**Run 1: signal wires by layer**

Scale: 2 px per µm.
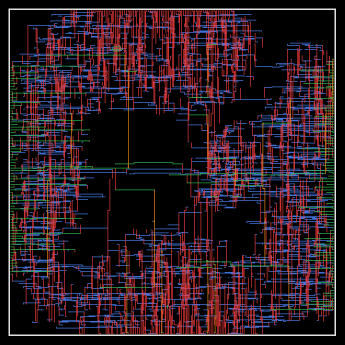
**Run 1: close-up of the layout**

Region (112, 31) to (132, 51) µm. Cells in grey, sequential cells in the stronger grey; small squares are vias.
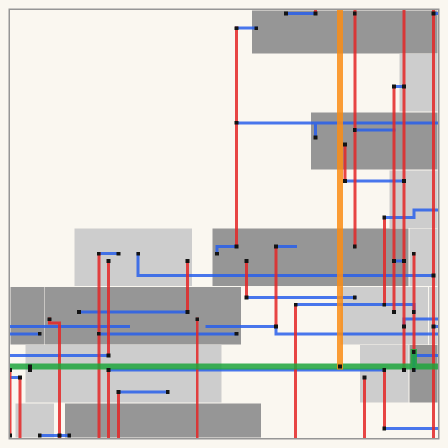
**Run 1: clock wires, drivers and flops**

Scale: 1.5 px per µm.
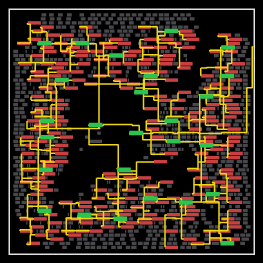
[config.mk]
export PLATFORM = sky130hd
export DESIGN_NAME = mem_arbiter
export DESIGN_NICKNAME = d
export VERILOG_FILES = /design/src/rtl/mem_arb_pkg.sv /design/src/rtl/mem_arbiter_rr.sv /design/src/rtl/mem_arbiter.sv
export SDC_FILE = /design/constraint.sdc
export NUM_CORES = 1
export LEC_CHECK = 0
export CAP_MARGIN = 20
export CORE_MARGIN = 1.5
export CORE_UTILIZATION = 38
export CTS_CLUSTER_SIZE = 28
export DETAILED_ROUTE_END_ITERATION = 7
export GPL_TIMING_DRIVEN = 1
export HOLD_SLACK_MARGIN = 0.1
export PLACE_DENSITY = 0.75
export SLEW_MARGIN = 20
export SYNTH_ARGS = -nofsm -noshare
export SYNTH_HDL_FRONTEND = slang
export SYNTH_SLANG_ARGS = --single-unit
export TNS_END_PERCENT = 100
[constraint.sdc]
create_clock -name clk -period 19.3 [get_ports clk]
set_input_delay 1.93 -clock clk [delete_from_list [all_inputs] [get_ports clk]]
set_output_delay 1.93 -clock clk [all_outputs]
set_load 0.02 [all_outputs]
[src/rtl/mem_arb_pkg.sv]
// Shared types and constants for the two-requester memory arbiter.
// Request fields are carried at the full 32-bit memory width of the core.
package mem_arb_pkg;

  localparam int NUM_REQ    = 2;
  localparam int MEM_ADDR_W = 32;
  localparam int MEM_DATA_W = 32;

  typedef enum logic [1:0] {
    IDLE = 2'd0,
    REQ  = 2'd1,
    RESP = 2'd2
  } arb_state_e;

  typedef struct packed {
    logic [MEM_ADDR_W-1:0] addr;
    logic [MEM_DATA_W-1:0] wr_data;
    logic                  rd_wr;
  } mem_req_t;

endpackage

[src/rtl/mem_arbiter_rr.sv]
// Two-way round-robin pick: with both requesters valid, the one that did not
// win last time is granted; otherwise the single valid requester wins.
module rr_arbiter2 (
  input  logic [1:0] valid,
  input  logic       last_grant,
  output logic       grant_valid,
  output logic       grant_idx
);

  assign grant_valid = |valid;
  assign grant_idx   = (valid == 2'b11) ? ~last_grant : valid[1];

endmodule

[src/rtl/mem_arbiter.sv]
// Shares one memory port between two requesters: round-robin grant, a single
// outstanding transaction, response routing and an optional ack watchdog.
module mem_arbiter
  import mem_arb_pkg::*;
#(
  parameter int ADDR_W  = 32,
  parameter int DATA_W  = 32,
  parameter int TIMEOUT = 64
) (
  input  logic              clk,
  input  logic              reset,
  input  logic              r0_req_valid,
  input  logic [ADDR_W-1:0] r0_addr,
  input  logic [DATA_W-1:0] r0_wr_data,
  input  logic              r0_rd_wr,
  output logic              r0_ack,
  output logic              r0_err,
  output logic [DATA_W-1:0] r0_rd_data,
  input  logic              r1_req_valid,
  input  logic [ADDR_W-1:0] r1_addr,
  input  logic [DATA_W-1:0] r1_wr_data,
  input  logic              r1_rd_wr,
  output logic              r1_ack,
  output logic              r1_err,
  output logic [DATA_W-1:0] r1_rd_data,
  output logic [ADDR_W-1:0] mem_rd_addr,
  output logic [ADDR_W-1:0] mem_wr_addr,
  output logic [DATA_W-1:0] mem_wr_data,
  output logic              mem_rd_wr,
  output logic              mem_req_valid,
  input  logic [DATA_W-1:0] mem_rd_data,
  input  logic              mem_ack,
  output logic              owner
);

  localparam int CNT_W = (TIMEOUT > 1) ? $clog2(TIMEOUT) : 1;

  arb_state_e        state_q, state_d;
  mem_req_t          req_q, req_d;
  mem_req_t          reqs [NUM_REQ];
  logic              last_grant_q, last_grant_d;
  logic              owner_q, owner_d;
  logic [CNT_W-1:0]  cnt_q, cnt_d;
  logic              grant_valid, grant_idx;
  logic              timeout_hit;
  logic              resp_err;
  logic [DATA_W-1:0] resp_data;

  logic [NUM_REQ-1:0] ack_q, ack_d, err_q, err_d;
  logic [DATA_W-1:0]  rd_data_q [NUM_REQ];
  logic [DATA_W-1:0]  rd_data_d [NUM_REQ];
  logic               mem_req_valid_q, mem_req_valid_d;
  logic               mem_rd_wr_q, mem_rd_wr_d;
  logic [ADDR_W-1:0]  mem_rd_addr_q, mem_rd_addr_d;
  logic [ADDR_W-1:0]  mem_wr_addr_q, mem_wr_addr_d;
  logic [DATA_W-1:0]  mem_wr_data_q, mem_wr_data_d;

  assign reqs[0] = '{addr: MEM_ADDR_W'(r0_addr), wr_data: MEM_DATA_W'(r0_wr_data), rd_wr: r0_rd_wr};
  assign reqs[1] = '{addr: MEM_ADDR_W'(r1_addr), wr_data: MEM_DATA_W'(r1_wr_data), rd_wr: r1_rd_wr};

  rr_arbiter2 u_rr (
    .valid       ({r1_req_valid, r0_req_valid}),
    .last_grant  (last_grant_q),
    .grant_valid (grant_valid),
    .grant_idx   (grant_idx)
  );

  // Counter holds the number of REQ cycles already spent without an ack.
  assign timeout_hit = (TIMEOUT != 0) && (cnt_q == CNT_W'(TIMEOUT - 1));

  always_ff @(posedge clk or posedge reset) begin
    if (reset) begin
      state_q         <= IDLE;
      req_q           <= '0;
      last_grant_q    <= 1'b1;
      owner_q         <= 1'b0;
      cnt_q           <= '0;
      ack_q           <= '0;
      err_q           <= '0;
      mem_req_valid_q <= 1'b0;
      mem_rd_wr_q     <= 1'b0;
      mem_rd_addr_q   <= '0;
      mem_wr_addr_q   <= '0;
      mem_wr_data_q   <= '0;
      for (int i = 0; i < NUM_REQ; i++) rd_data_q[i] <= '0;
    end else begin
      state_q         <= state_d;
      req_q           <= req_d;
      last_grant_q    <= last_grant_d;
      owner_q         <= owner_d;
      cnt_q           <= cnt_d;
      ack_q           <= ack_d;
      err_q           <= err_d;
      mem_req_valid_q <= mem_req_valid_d;
      mem_rd_wr_q     <= mem_rd_wr_d;
      mem_rd_addr_q   <= mem_rd_addr_d;
      mem_wr_addr_q   <= mem_wr_addr_d;
      mem_wr_data_q   <= mem_wr_data_d;
      for (int i = 0; i < NUM_REQ; i++) rd_data_q[i] <= rd_data_d[i];
    end
  end

  always_comb begin
    state_d      = state_q;
    req_d        = req_q;
    last_grant_d = last_grant_q;
    owner_d      = owner_q;
    cnt_d        = cnt_q;
    resp_err     = 1'b0;
    resp_data    = '0;
    case (state_q)
      IDLE: begin
        if (grant_valid) begin
          state_d      = REQ;
          req_d        = reqs[grant_idx];
          last_grant_d = grant_idx;
          owner_d      = grant_idx;
          cnt_d        = '0;
        end
      end
      REQ: begin
        if (mem_ack) begin
          state_d   = RESP;
          resp_data = req_q.rd_wr ? '0 : mem_rd_data;
        end else if (timeout_hit) begin
          state_d  = RESP;
          resp_err = 1'b1;
        end else begin
          cnt_d = cnt_q + 1'b1;
        end
      end
      RESP: begin
        state_d = IDLE;
        cnt_d   = '0;
      end
      default: state_d = IDLE;
    endcase
  end

  // Outputs are registered from the next state so they line up with it.
  always_comb begin
    mem_req_valid_d = (state_d == REQ);
    mem_rd_wr_d     = (state_d == REQ) && req_d.rd_wr;
    mem_rd_addr_d   = (state_d == REQ && !req_d.rd_wr) ? ADDR_W'(req_d.addr) : '0;
    mem_wr_addr_d   = (state_d == REQ &&  req_d.rd_wr) ? ADDR_W'(req_d.addr) : '0;
    mem_wr_data_d   = (state_d == REQ &&  req_d.rd_wr) ? DATA_W'(req_d.wr_data) : '0;
    ack_d           = '0;
    err_d           = '0;
    rd_data_d       = rd_data_q;
    if (state_q == REQ && state_d == RESP) begin
      ack_d[owner_q]     = 1'b1;
      err_d[owner_q]     = resp_err;
      rd_data_d[owner_q] = resp_data;
    end
  end

  assign r0_ack        = ack_q[0];
  assign r1_ack        = ack_q[1];
  assign r0_err        = err_q[0];
  assign r1_err        = err_q[1];
  assign r0_rd_data    = rd_data_q[0];
  assign r1_rd_data    = rd_data_q[1];
  assign mem_req_valid = mem_req_valid_q;
  assign mem_rd_wr     = mem_rd_wr_q;
  assign mem_rd_addr   = mem_rd_addr_q;
  assign mem_wr_addr   = mem_wr_addr_q;
  assign mem_wr_data   = mem_wr_data_q;
  assign owner         = owner_q;

endmodule

==> summary.txt, run 1 <==
flow finished, numbers: # clk buffers 33, ANT cells 0, FP Core Util 38.5%, warnings from Yosys 0, TritonCTS clock tree done, Sw Ratio 34.5%, total of max-cap violations 0, Detailed Route WL 23.5 mm, Worst Path Class, Setup in -> reg, Cell variety after synth 42, origin of the worst setup path r1_req_valid, RSZ-0062 raised after global routing no, Tightest Pin Transition approximately 1.1 ns, final HPWL from detailed placement 16.0 mm, crit path to mem_wr_data[23], Antenna Nets Post-Route 0, Hold Crit Start req_q[52], power share of the sequential group 36.0%, standard-cell rows 58, count of final setup violators 0, share of cells above drive strength 1 15.3%, Non-CTS buffers 343, most common logic cell in the routed design clkdlybuf4s50_1, Yosys Instances 729, Biggest consumer combinational logic, Die Area 26,300 µm², worst hold path class reg -> reg, Floorplan Nets around 900, Post-synth ARST share 100%, Clk. pwr 0.499 mW, GP Congestion about 0.74, RR Startpoint state_q[0], commonest cells in the netlist dfrtp_1, nor2_1, mux2_2, mux2i_1, a21oi_1, hold path cells 2, Top Layer Used met4, Adder Area Share 0.130%, Final nets approximately 1,200, outcome finished clean, Comb area share 22.8%, Clock Sinks 241, fin worst setup slack 15.12 ns, GR Util met1 22.2%, area reported by Yosys stat between 9000 and 10,000 µm², Setup Skew 0.00656 ns, top-count cell post-synth dfrtp_1, Most common reg cell dfrtp_1, Syn Area/Cell 13.2 µm², number of logic inverters in the finished layout 36, r2r worst-path depth 6, r2r setup slk 16.57 ns, Top Usage Layer GRT met2, Seq cells between 200 and 250, clk latency late pin between 0.5 and 0.6 ns, setup TNS 0 ns, WL met2 11.5 mm, gr ovfl total 0, CP Capture Type register, Die X around 160 µm, area fraction in mux cells 19.1%, top comb family, area multiplexers, DRC violations left 0, vias in the first global route 6,762, Final Cell Area 14,100 µm², yosys aoi share about 5.8%, register share after synthesis 62.5%, Biggest register req_q, met3 WL 1.70 mm, Clock power frac approximately a quarter, P_int approximately 1.4 mW, Final Max Tran Viols 0, mi-comb count ~410, Worst Hold End req_q[52], drt first pass iters 5, FF-to-FF End mem_wr_data[23], initial DRC count 392, Top-Level Pins 334
Notes on 'signal wires by layer' above:
Red is M2, wire length 11,500 µm. Blue is M1, wire length 9,710 µm. Green is M3, wire length 1,700 µm. Orange is M4, wire length 560 µm.
Total GRT Usage: 17.7%
via count: 6,618

Notes on 'close-up of the layout' above:
Green is M3. Orange is M4. Blue is M1. Red is M2.
Netlist names of flops here include r0_rd_data (2), r1_rd_data (2). Most frequent: dfrtp_1 (5), mux2_2 (2). Sequential cells in the window: 5. 11 logic cells have their middle in the window.

Notes on 'clock wires, drivers and flops' above:
Yellow is clock wires, length 2,870 µm. Green is clock-net drivers, count 26. Red is flip-flops, count 241.
Position of the flops: spread over the die.

run 1: worst max-delay path: stages:
cell and delay, ns:
clkdlybuf4s50_1 0.56, a21boi_4 0.19, buf_4 0.41, and3b_1 0.31, a211o_2 0.47, buf_4 0.50
a211oi_1 0.11
run 1: metrics by stage:
| step | util (%) | power (mW) | hold WS, ns | instances |
|---|---|---|---|---|
| after global placement | 52.8 | 1.62 | 0.482 | 1359 |
| after global routing | 56.3 | 2.26 | 0.508 | 1404 |
| after floorplan | - | 1.28 | 0.466 | 729 |
| final | 56.3 | 2.13 | 0.502 | 1404 |
| after CTS | 56.2 | 2.16 | 0.503 | 1403 |
| after detailed placement | 52.8 | 1.65 | 0.489 | 1359 |
**Run 1: M4 wires**

Scale: 2 px per µm. Cells faint in the background.
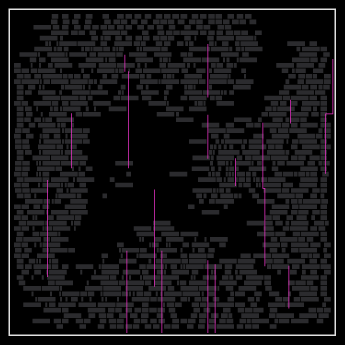

==> run 1 -> run 2 <==
PLACE_DENSITY = 0.78   (was 0.75)
clock period = 3.75 ns   (was 19.3 ns; I/O delays follow)
**Run 2: M4 wires**

Scale: 2 px per µm. Cells faint in the background.
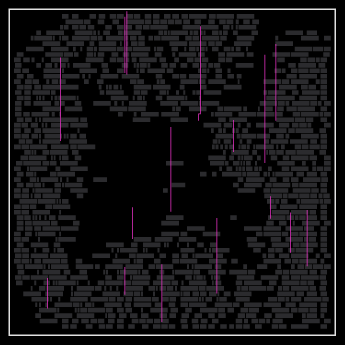
The layer holds 1.9% of the routed length. The layer carries 467 µm of wire.
Detailed Route WL: 24.3 mm
via count: 6,679

==> run 2 against run 1 <==
Clock power rose to 4.8 times the previous value. Wire length up 3.4%. Area after synthesis unchanged. Clock-buffer cell count grew 12. Register-to-register slack worse by 15 ns. Global-route usage increased by 0.56 points. Setup slack worse by 14 ns. Hold slack got worse by 0.33 ns. Sequential power grew to 5.2 times the previous value.
==> summary.txt, run 2 <==
flow finished, numbers: outcome finished clean, Tightest Pin Transition 1.11 ns, Post-synth ARST share 100%, area fraction in mux cells 19.1%, initial DRC count 345, Total Power around 11 mW, total of max-cap violations 0, drt first pass iters 4, DRC violations left 0, share of cells above drive strength 1 14.8%, Die X 162 µm, Setup Skew 0.00790 ns, Biggest consumer combinational logic, Top-Level Pins 334, top comb family, area multiplexers, worst hold path class in -> async, crit path cell chain nor2_1, and4b_1, a211o_2, buf_4, nor2_1, Final Max Tran Viols 0, area reported by Yosys stat 9640 µm², RR Startpoint state_q[0], Non-CTS buffers 347, power share of the sequential group a little over a third, clk latency late pin 0.52 ns, Sw Ratio 35.2%, top-count cell post-synth dfrtp_1, fin cells 1,412, number of logic inverters in the finished layout 36, fin worst setup slack roughly 1.1 ns, FF-to-FF End mem_wr_addr[0], Final Cell Area 14,100 µm², Adder Area Share less than 1%, RSZ-0062 raised after global routing no, Placed Instances 1,363, WHS 0.175 ns, standard-cell rows 58, commonest cells in the netlist dfrtp_1, nor2_1, mux2_2, mux2i_1, a21oi_1, r2r setup slk 1.14 ns, Clock Sinks between 200 and 250, r2r worst-path depth 5, Floorplan Nets 897, Clk. pwr 2.40 mW, Most common reg cell dfrtp_1, Final nets ~1,200, count of final setup violators 0, final HPWL from detailed placement 16.7 mm, crit path to mem_wr_addr[0], gr ovfl total 0, Die Area between 20,000 and 30,000 µm², CP Capture Type register
[run 2: cell counts after synthesis]
Identical to the previous run, type by type.
[run 2: worst max-delay path, delay by kind of cell, from the launching register on]
kind	cells	cell delay, ns
DFF	1	0.44
and+or+nand+nor	3	0.86
AOI/OAI and AO/OA	1	0.68
buffers and inverters	1	0.44
[run 2: layer usage]
metal  part of all wire [%]  wire length (µm)  up-vias  track usage [%]
met5                      0                 0        -                0
met4                    1.9               466        0             4.50
met3                    7.5              1820       39             4.67
met2                     50             12200      239             31.8
met1                     40              9820     3259             22.6
li1                       -                 -     3142                -
[run 2: cell families after synthesis]
| logic type | after synthesis |
|---|---|
| AND-OR/OR-AND | 85 |
| flip-flops | 241 |
| multiplexers | 161 |
| AND/OR/NAND/NOR | 163 |
| adder cells (fa/ha/maj) | 1 |
| buffers and inverters | 78 |
No activity file was given, so power comes from the tool's default toggle rates.
